--- config.mk ---
export PLATFORM = sky130hd
export DESIGN_NAME = mem_bus_ctrl_flat
export DESIGN_NICKNAME = d
export VERILOG_FILES = /design/src/rtl/mem_bus_ctrl_if.sv /design/src/rtl/mem_bus_ctrl.sv /design/src/flat_wrapper.sv
export SDC_FILE = /design/constraint.sdc
export NUM_CORES = 1
export LEC_CHECK = 0
export CORE_ASPECT_RATIO = 0.6
export CORE_MARGIN = 2
export CORE_UTILIZATION = 30
export DETAILED_ROUTE_END_ITERATION = 10
export PLACE_DENSITY = 0.71
export SKIP_CTS_REPAIR_TIMING = 1
export SLEW_MARGIN = 20
export SYNTH_ARGS = -nofsm -noshare
export SYNTH_HDL_FRONTEND = slang
export SYNTH_SLANG_ARGS = --single-unit
--- constraint.sdc ---
create_clock -name clk -period 3.3 [get_ports clk]
set_clock_uncertainty 0.15 [all_clocks]
set_input_delay 0.66 -clock clk [delete_from_list [all_inputs] [get_ports clk]]
set_output_delay 0.66 -clock clk [all_outputs]
set_load 0.05 [all_outputs]
--- src/rtl/mem_bus_ctrl_if.sv ---
// mem_bus_ctrl_if: CPU external bus between cpu and the main-memory controller.
//  bus_ad      address (with bus_astb) or write data (with bus_wr)
//  bus_tag     write tag
//  bus_astb    address strobe
//  bus_atomic  read-modify-write flag: hold address, no increment
//  bus_rd      read request
//  bus_wr      write request
//  rd_data     read data back to cpu, valid the cycle after bus_rd
//  rd_tag      read tag back to cpu
//  rmw_busy    controller is holding a read-modify-write lock
//  bus_err     1-cycle pulse: rd/wr issued with no address latched
interface mem_bus_ctrl_if #(
    parameter int DW = 64,
    parameter int TW = 8
);
    logic [DW-1:0] bus_ad;
    logic [TW-1:0] bus_tag;
    logic          bus_astb;
    logic          bus_atomic;
    logic          bus_rd;
    logic          bus_wr;
    logic [DW-1:0] rd_data;
    logic [TW-1:0] rd_tag;
    logic          rmw_busy;
    logic          bus_err;

    modport master (
        output bus_ad, bus_tag, bus_astb, bus_atomic, bus_rd, bus_wr,
        input  rd_data, rd_tag, rmw_busy, bus_err
    );

    modport slave (
        input  bus_ad, bus_tag, bus_astb, bus_atomic, bus_rd, bus_wr,
        output rd_data, rd_tag, rmw_busy, bus_err
    );
endinterface

--- src/rtl/mem_bus_ctrl.sv ---
// mem_bus_ctrl: main-memory controller driving a 1-cycle synchronous tagged SRAM,
// with batch auto-increment, atomic read-modify-write and three service registers
// (syndrome, last-address latch, ECC mode) at the top of the address space.
//  clk        clock, rising edge
//  reset_n    asynchronous active-low reset
//  bus        CPU bus, slave side (address/data/strobes in, read data/status out)
//  ram_en     SRAM cycle enable (combinational)
//  ram_we     SRAM write enable (combinational)
//  ram_addr   SRAM address = current word address
//  ram_wdata  SRAM write data = bus_ad
//  ram_wtag   SRAM write tag = bus_tag
//  ram_rdata  SRAM read data, valid after the edge that sampled ram_en
//  ram_rtag   SRAM read tag, same timing
module mem_bus_ctrl #(
    parameter int AW = 20,
    parameter int DW = 64,
    parameter int TW = 8
) (
    input  logic          clk,
    input  logic          reset_n,
    mem_bus_ctrl_if.slave bus,
    output logic          ram_en,
    output logic          ram_we,
    output logic [AW-1:0] ram_addr,
    output logic [DW-1:0] ram_wdata,
    output logic [TW-1:0] ram_wtag,
    input  logic [DW-1:0] ram_rdata,
    input  logic [TW-1:0] ram_rtag
);
    // RMW is bit 1 alone so rmw_busy comes straight off a flop
    localparam logic [1:0] IDLE = 2'b00;
    localparam logic [1:0] ADDR = 2'b01;
    localparam logic [1:0] RMW  = 2'b10;

    localparam logic [AW-1:0] SYN_A = '1;
    localparam logic [AW-1:0] LAT_A = SYN_A - AW'(1);
    localparam logic [AW-1:0] ECC_A = SYN_A - AW'(2);

    logic [1:0]    state;
    logic [AW-1:0] waddr;
    logic [AW-1:0] laddr;
    logic [3:0]    ecc_mode;
    logic [DW-1:0] hold_data;
    logic          rd_sel;
    logic          rd_vld;
    logic          do_wr;
    logic          do_rd;
    logic          norm;
    logic          inc;

    // astb wins over wr, wr wins over rd
    assign do_wr     = !bus.bus_astb && bus.bus_wr;
    assign do_rd     = !bus.bus_astb && !bus.bus_wr && bus.bus_rd;
    assign norm      = waddr < ECC_A;
    assign ram_en    = (do_wr || do_rd) && norm;
    assign ram_we    = do_wr && norm;
    assign ram_addr  = waddr;
    assign ram_wdata = bus.bus_ad;
    assign ram_wtag  = bus.bus_tag;
    // a re-read inside the RMW lock stays on the locked address
    assign inc       = ram_en && !bus.bus_atomic && !(do_rd && state == RMW);

    // rd_vld keeps the read port at zero until the first read after reset
    assign bus.rd_data  = !rd_vld ? '0 : rd_sel ? hold_data : ram_rdata;
    assign bus.rd_tag   = (!rd_vld || rd_sel) ? '0 : ram_rtag;
    assign bus.rmw_busy = state[1];

    always_ff @(posedge clk or negedge reset_n) begin
        if (!reset_n) begin
            state       <= IDLE;
            waddr       <= '0;
            laddr       <= '0;
            ecc_mode    <= '0;
            hold_data   <= '0;
            rd_sel      <= 1'b0;
            rd_vld      <= 1'b0;
            bus.bus_err <= 1'b0;
        end else begin
            bus.bus_err <= (do_wr || do_rd) && state == IDLE;
            if (bus.bus_astb) begin
                laddr <= waddr;
                waddr <= bus.bus_ad[AW-1:0];
                state <= ADDR;
            end else begin
                if (inc)
                    waddr <= waddr + AW'(1);
                if (do_wr && waddr == ECC_A)
                    ecc_mode <= bus.bus_ad[3:0];
                if (do_rd) begin
                    rd_vld    <= 1'b1;
                    rd_sel    <= !norm;
                    hold_data <= waddr == LAT_A ? DW'(laddr) :
                                 waddr == ECC_A ? DW'(ecc_mode) : '0;
                end
                if (state == ADDR && do_rd && bus.bus_atomic)
                    state <= RMW;
                else if (state == RMW && do_wr)
                    state <= ADDR;
            end
        end
    end
endmodule

--- src/flat_wrapper.sv ---
// flat-port wrapper written by rule: the top's interface ports become plain ports
module mem_bus_ctrl_flat 
#(
    parameter int AW = 20,
    parameter int DW = 64,
    parameter int TW = 8
)
  (clk, reset_n, ram_en, ram_we, ram_addr, ram_wdata, ram_wtag, ram_rdata, ram_rtag, bus_bus_ad, bus_bus_tag, bus_bus_astb, bus_bus_atomic, bus_bus_rd, bus_bus_wr, bus_rd_data, bus_rd_tag, bus_rmw_busy, bus_bus_err);
  mem_bus_ctrl_if #(.DW(DW), .TW(TW)) bus_i ();
  input  logic clk;
  input  logic reset_n;
  output logic ram_en;
  output logic ram_we;
  output logic [AW-1:0] ram_addr;
  output logic [DW-1:0] ram_wdata;
  output logic [TW-1:0] ram_wtag;
  input  logic [DW-1:0] ram_rdata;
  input  logic [TW-1:0] ram_rtag;
  input wire logic [$bits(bus_i.bus_ad)-1:0] bus_bus_ad;
  input wire logic [$bits(bus_i.bus_tag)-1:0] bus_bus_tag;
  input wire logic [$bits(bus_i.bus_astb)-1:0] bus_bus_astb;
  input wire logic [$bits(bus_i.bus_atomic)-1:0] bus_bus_atomic;
  input wire logic [$bits(bus_i.bus_rd)-1:0] bus_bus_rd;
  input wire logic [$bits(bus_i.bus_wr)-1:0] bus_bus_wr;
  output wire logic [$bits(bus_i.rd_data)-1:0] bus_rd_data;
  output wire logic [$bits(bus_i.rd_tag)-1:0] bus_rd_tag;
  output wire logic [$bits(bus_i.rmw_busy)-1:0] bus_rmw_busy;
  output wire logic [$bits(bus_i.bus_err)-1:0] bus_bus_err;
  assign bus_i.bus_ad = bus_bus_ad;
  assign bus_i.bus_tag = bus_bus_tag;
  assign bus_i.bus_astb = bus_bus_astb;
  assign bus_i.bus_atomic = bus_bus_atomic;
  assign bus_i.bus_rd = bus_bus_rd;
  assign bus_i.bus_wr = bus_bus_wr;
  assign bus_rd_data = bus_i.rd_data;
  assign bus_rd_tag = bus_i.rd_tag;
  assign bus_rmw_busy = bus_i.rmw_busy;
  assign bus_bus_err = bus_i.bus_err;
  mem_bus_ctrl #(.AW(AW), .DW(DW), .TW(TW)) u_core (.clk(clk), .reset_n(reset_n), .bus(bus_i), .ram_en(ram_en), .ram_we(ram_we), .ram_addr(ram_addr), .ram_wdata(ram_wdata), .ram_wtag(ram_wtag), .ram_rdata(ram_rdata), .ram_rtag(ram_rtag));
endmodule
**Run 1: placed cells, one colour a class**

Scale: 2 px per micron.
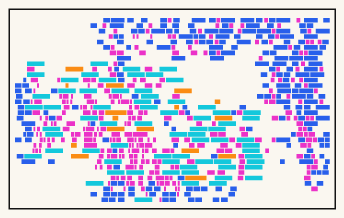
[magenta] combinational and other logic | cells: 294 | share of their area: 31%
[orange] clock drivers and dummy loads | cells: 16 | share of their area: 4.8%
[cyan] sequential cells | cells: 69 | share of their area: 25%
[blue] remaining buffers and delay cells | cells: 222 | share of their area: 39%

**Run 1: clock wiring as the flow saved it**

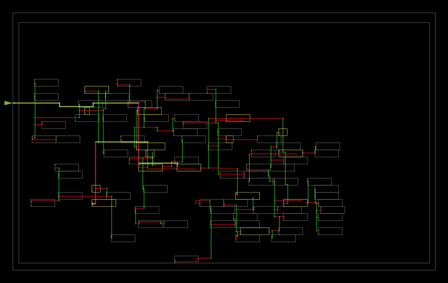
Clock group: 1.04 mW
# clock sinks: 69
Worst-Skew Late Latency: 0.33 ns

**Run 1: pin map**

Scale: 3 px per micron. Pins as bars across the die edge, other pins in grey.
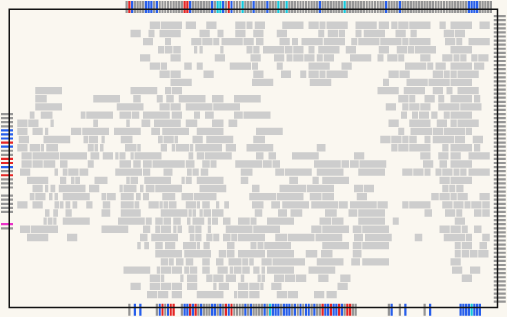
[blue] ram_wdata | pins: 64 | direction: output | edge: 41 bottom, 18 top, 5 left
[cyan] ram_wtag | pins: 8 | direction: output | edge: 6 top, 2 bottom
[red] ram_addr | pins: 20 | direction: output | edge: 12 bottom, 4 left, 4 top
[magenta] bus_bus_err | pins: 1 | direction: output | edge: left
all pins by edge: 133 top, 88 bottom, 71 right, 26 left
chip width: 162 microns
Die Height: 98.9 microns

**Run 1: wiring by layer**

Scale: 2 px per micron.
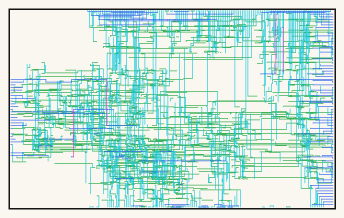
[cyan] metal 2 | wire length: 6950 microns
[green] metal 1 | wire length: 6570 microns
[magenta] metal 4 | wire length: 98.6 microns
[blue] metal 3 | wire length: 1330 microns

==> run 1: layout make-up <==
type,instances,share of cell area
sequential,69,0.244
multi-input combinational,284,0.290
clock inverter,7,0.0140
timing repair buffer,222,0.379
clock buffer,9,0.0319
inverter,10,0.00531
tap,198,0.0351
==> run 1: cells by family (layout without fill, tap and decap cells) <==
family | Yosys count | count (layout)
and+or+nand+nor | 171 | 171
buffers and inverters | 109 | 248
DFF | 69 | 69
AOI/OAI and AO/OA | 62 | 62
muxes | 46 | 46
adders and majority gates | 4 | 4
xor gates and xnor gates | 1 | 1
==> run 1: critical path: cells and delay by family, from the launching register on <==
family	cells	cell delay, ns
buf+inv	2	0.28
simple gates	3	0.83
flops	1	0.50
fa+ha+maj	1	0.23
==> metrics.cfg, run 1 <==
[outcome]
status = complete, no violations

[pwr]
vdd_drop_max_v = 0.000289
swShare = 0.328
powerSeq_mw = 0.983
p_comb_frac = 0.315
power.density_nw_per_um2 = 419
pwr-share-clk = 0.352
top_power_group = the clock network

[layout]
area_growth_pct = 56.7
drive_above_1_share = 0.231
nFillCells = 1318
fin_area_sq_um = 7060
final_util = 0.484
stdcell_count = 799
seq_area_sq_um = 1730
final_cell_mix = 137 x clkdlybuf4s50_1, 69 x dfrtp_1, 54 x buf_12
combGateArea_sq_um = 2050

[synthesis]
ys_sh_adder = 0.0111
yosysTopAreaCell = dfrtp_1
ys_top_cells_by_area = dfrtp_1 38%, buf_4 12%, and2_1 7.2%
synth-area-yosys_sq_um = 4510
yosys_warnings = 0
ys_seq_elements = 69
syn-num-nets = 616
mux_area_frac = 0.109
ys_types = 47
syn_area_sq_um = 4510
flop_cell = dfrtp_1
top_logic_kind = simple AND/OR/NAND/NOR gates
async_reset_ff_frac = 1.00
synthAoiAreaFrac = 0.102

[worst_setup_path]
worstReg2RegStart = u_core.ram_addr[15]
critical_path_arrival_ns = 2.17
endpoint_kind = output pin
endpoint = ram_we
timing.critical_path.from = u_core.ram_addr[0]
reg2reg_to = u_core.ecc_mode[1]
crit_type = flip-flop to output pin
r2r_setup_slack_ns = 1.15

[placed_design]
io_buffers = 213
place_inst = 783
gp_congestion = 0.851

[flow_run]
warnings = 29

[detailed_routing]
ant_nets = 0
met1Wirelength_microns = 6570
wl_per_cell_microns = 18.7
drt-total-wl_microns = 14900
route.met3.wl_microns = 1330
drt_iter0_drc = 185
via_per_inst = 4.74

[floorplan]
chipArea_sq_um = 16100
boundaryPins = 318
rows = 34
fp_util = 0.309

[final_timing]
slew_viol_final = 0
period_used_share = 0.904
worst_pin_slew_ns = 0.721
whs_ns = 0.233
rsz0062_at_grt = false
period_minus_slack_ns = 2.98
worst_slack_ns = 0.317
setup_tns_ns = 0
max_freq_mhz = 335

[clock_tree]
cts_buffers = 9
cts_tree = yes
clk_pin_slew_ns = 0.06

[global_route]
grt_pass1_wl_microns = 22500
use_met1 = 0.244
grt_busiest_layer = met2

[hold_path]
hold_path_class = input port to async pin

==> run 2: changes to the inputs <==
--- a/config.mk
+++ b/config.mk
@@ -5,6 +5,7 @@
 export SDC_FILE = /design/constraint.sdc
 export NUM_CORES = 1
 export LEC_CHECK = 0
+export ABC_CLOCK_PERIOD_IN_PS = 3300
 export CORE_ASPECT_RATIO = 0.6
 export CORE_MARGIN = 2
 export CORE_UTILIZATION = 30
**Run 2: wiring by layer**

Scale: 2 px per micron.
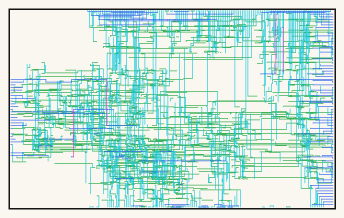
Routed WL: 14900 microns
via count: 3785
Routed WL per cell: 18.7 microns
GRT Total Usage: 0.184

**Run 2: pin map**

Scale: 3 px per micron. Pins as bars across the die edge, other pins in grey.
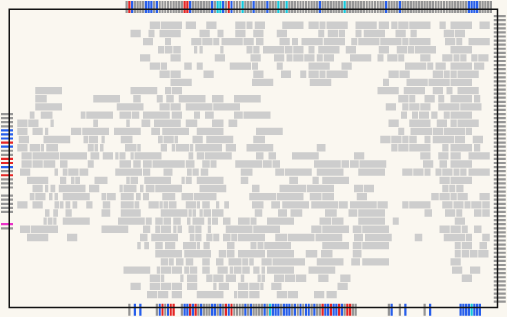
[magenta] bus_bus_err | pins: 1 | direction: output | edge: left
[blue] ram_wdata | pins: 64 | direction: output | edge: 41 bottom, 18 top, 5 left
[red] ram_addr | pins: 20 | direction: output | edge: 12 bottom, 4 left, 4 top
[cyan] ram_wtag | pins: 8 | direction: output | edge: 6 top, 2 bottom
all pins by edge: 133 top, 88 bottom, 71 right, 26 left

==> run 2 against run 1 <==
  * Sequential cell count is the same
  * Sequential power is essentially flat
  * Critical path type unchanged
  * Via count stayed put
  * Largest cell class unchanged
  * Critical path depth stayed put
==> metrics.cfg, run 2 <==
[hold_path]
hold_path_class = input port to async pin

[floorplan]
boundaryPins = 318  ; unchanged
rows = 34  ; unchanged
fp_util = 0.309  ; unchanged
die_w_microns = 162  ; unchanged
die_h_microns = 98.9  ; unchanged
chipArea_sq_um = 16100  ; unchanged

[flow_run]
warnings = 29  ; unchanged

[clock_tree]
cts_sinks = 69  ; unchanged
clk_pin_slew_ns = 0.06  ; about the same
worstSkewPairLatency_ns = 0.33  ; about the same
cts_tree = yes
cts_buffers = 9  ; unchanged

[layout]
seq_area_sq_um = 1730  ; unchanged
final_cell_mix = 137 x clkdlybuf4s50_1, 69 x dfrtp_1, 54 x buf_12
combGateArea_sq_um = 2050  ; unchanged
drive_above_1_share = 0.231  ; unchanged
nFillCells = 1318  ; unchanged
stdcell_count = 799  ; unchanged
area_growth_pct = 56.7  ; unchanged

[final_timing]
worst_pin_slew_ns = 0.721  ; unchanged
rsz0062_at_grt = false
whs_ns = 0.233  ; unchanged
period_used_share = 0.904  ; unchanged
slew_viol_final = 0  ; unchanged
max_freq_mhz = 335  ; unchanged
worst_slack_ns = 0.317  ; unchanged
setup_tns_ns = 0  ; unchanged
period_minus_slack_ns = 2.98  ; unchanged

[global_route]
grt_busiest_layer = met2
grt_pass1_wl_microns = 22500  ; unchanged
use_met1 = 0.244  ; unchanged
gr-total-overflow = 0
antenna_found_initial = 0

[detailed_routing]
met1Wirelength_microns = 6570  ; unchanged
drt_iter0_drc = 185  ; unchanged
route.met3.wl_microns = 1330  ; unchanged
ant_nets = 0  ; unchanged
first_pass_iters = 4
via_per_inst = 4.74  ; unchanged

[worst_setup_path]
crit_buf_inv = 2  ; unchanged
required_ns = 2.49
cpLargestDelayFamily = simple AND/OR/NAND/NOR gates
critical_path_arrival_ns = 2.17  ; about the same
reg2reg_to = u_core.ecc_mode[1]
start_kind = flip-flop
crit_cells = 6  ; unchanged
r2r_setup_slack_ns = 1.15  ; about the same
crit_type = flip-flop to output pin
endpoint_kind = output pin
timing.critical_path.from = u_core.ram_addr[0]
cp_max_fo = 33
worst-r2r-cell-count = 5
worstReg2RegStart = u_core.ram_addr[15]
endpoint = ram_we

[synthesis]
synthAoiAreaFrac = 0.102  ; unchanged
top_logic_kind = simple AND/OR/NAND/NOR gates
syn-num-nets = 616  ; unchanged
async_reset_ff_frac = 1.00  ; unchanged
most_common_cell = buf_4
ys_sh_adder = 0.0111  ; unchanged
ys_top_cells_by_area = dfrtp_1 38%, buf_4 12%, and2_1 7.2%
synth-area-yosys_sq_um = 4510  ; unchanged
flop_cell = dfrtp_1
synth-simple-area-share = 0.229
yosysTopAreaCell = dfrtp_1
ys_types = 47  ; unchanged
syn_inst = 462
yosys_warnings = 0  ; unchanged
ys_seq_elements = 69  ; unchanged
mux_area_frac = 0.109  ; unchanged
syn_area_sq_um = 4510  ; unchanged

[placed_design]
dpl-instance-area_sq_um = 6740
pre_cts_slack_ns = 0.500
gp_congestion = 0.851  ; unchanged
place_inst = 783  ; unchanged
io_buffers = 213  ; unchanged

[outcome]
status = complete, no violations

[pwr]
power.density_nw_per_um2 = 419  ; unchanged
vdd_drop_max_v = 0.000289  ; unchanged

**Run 2: placed cells, one colour a class**

Scale: 2 px per micron.
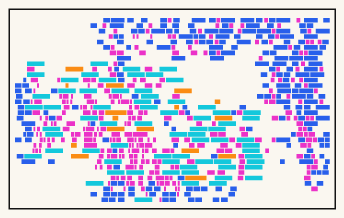
Seq/total area: 0.244
utilization after layout: 0.484
Final Cell Area: 7060 sq um

## run 2: cell counts after synthesis
No cell type changed its count.
## run 2: logic make-up (layout without fill, tap and decap cells)
logic type / count (synthesis) / count (layout)
AND/OR/NAND/NOR: 171 / 171
buffers and inverters: 109 / 248
flip-flops: 69 / 69
AND-OR/OR-AND: 62 / 62
multiplexers: 46 / 46
adder cells (fa/ha/maj): 4 / 4
XOR/XNOR: 1 / 1
## run 2: area by class of cell
type | count | area share
clock buffers | 9 | 0.0319
clock inverters | 7 | 0.0140
inverters | 10 | 0.00531
multi-input cells | 284 | 0.290
flip-flops and latches | 69 | 0.244
well taps | 198 | 0.0351
repair buffers | 222 | 0.379
## run 2: where the power goes
group	switching (mW)	internal, mW
registers	0.0727	0.910
clock network	0.378	0.665
logic	0.521	0.412
Power figures rest on the tool's default switching activity, not on a simulated workload.
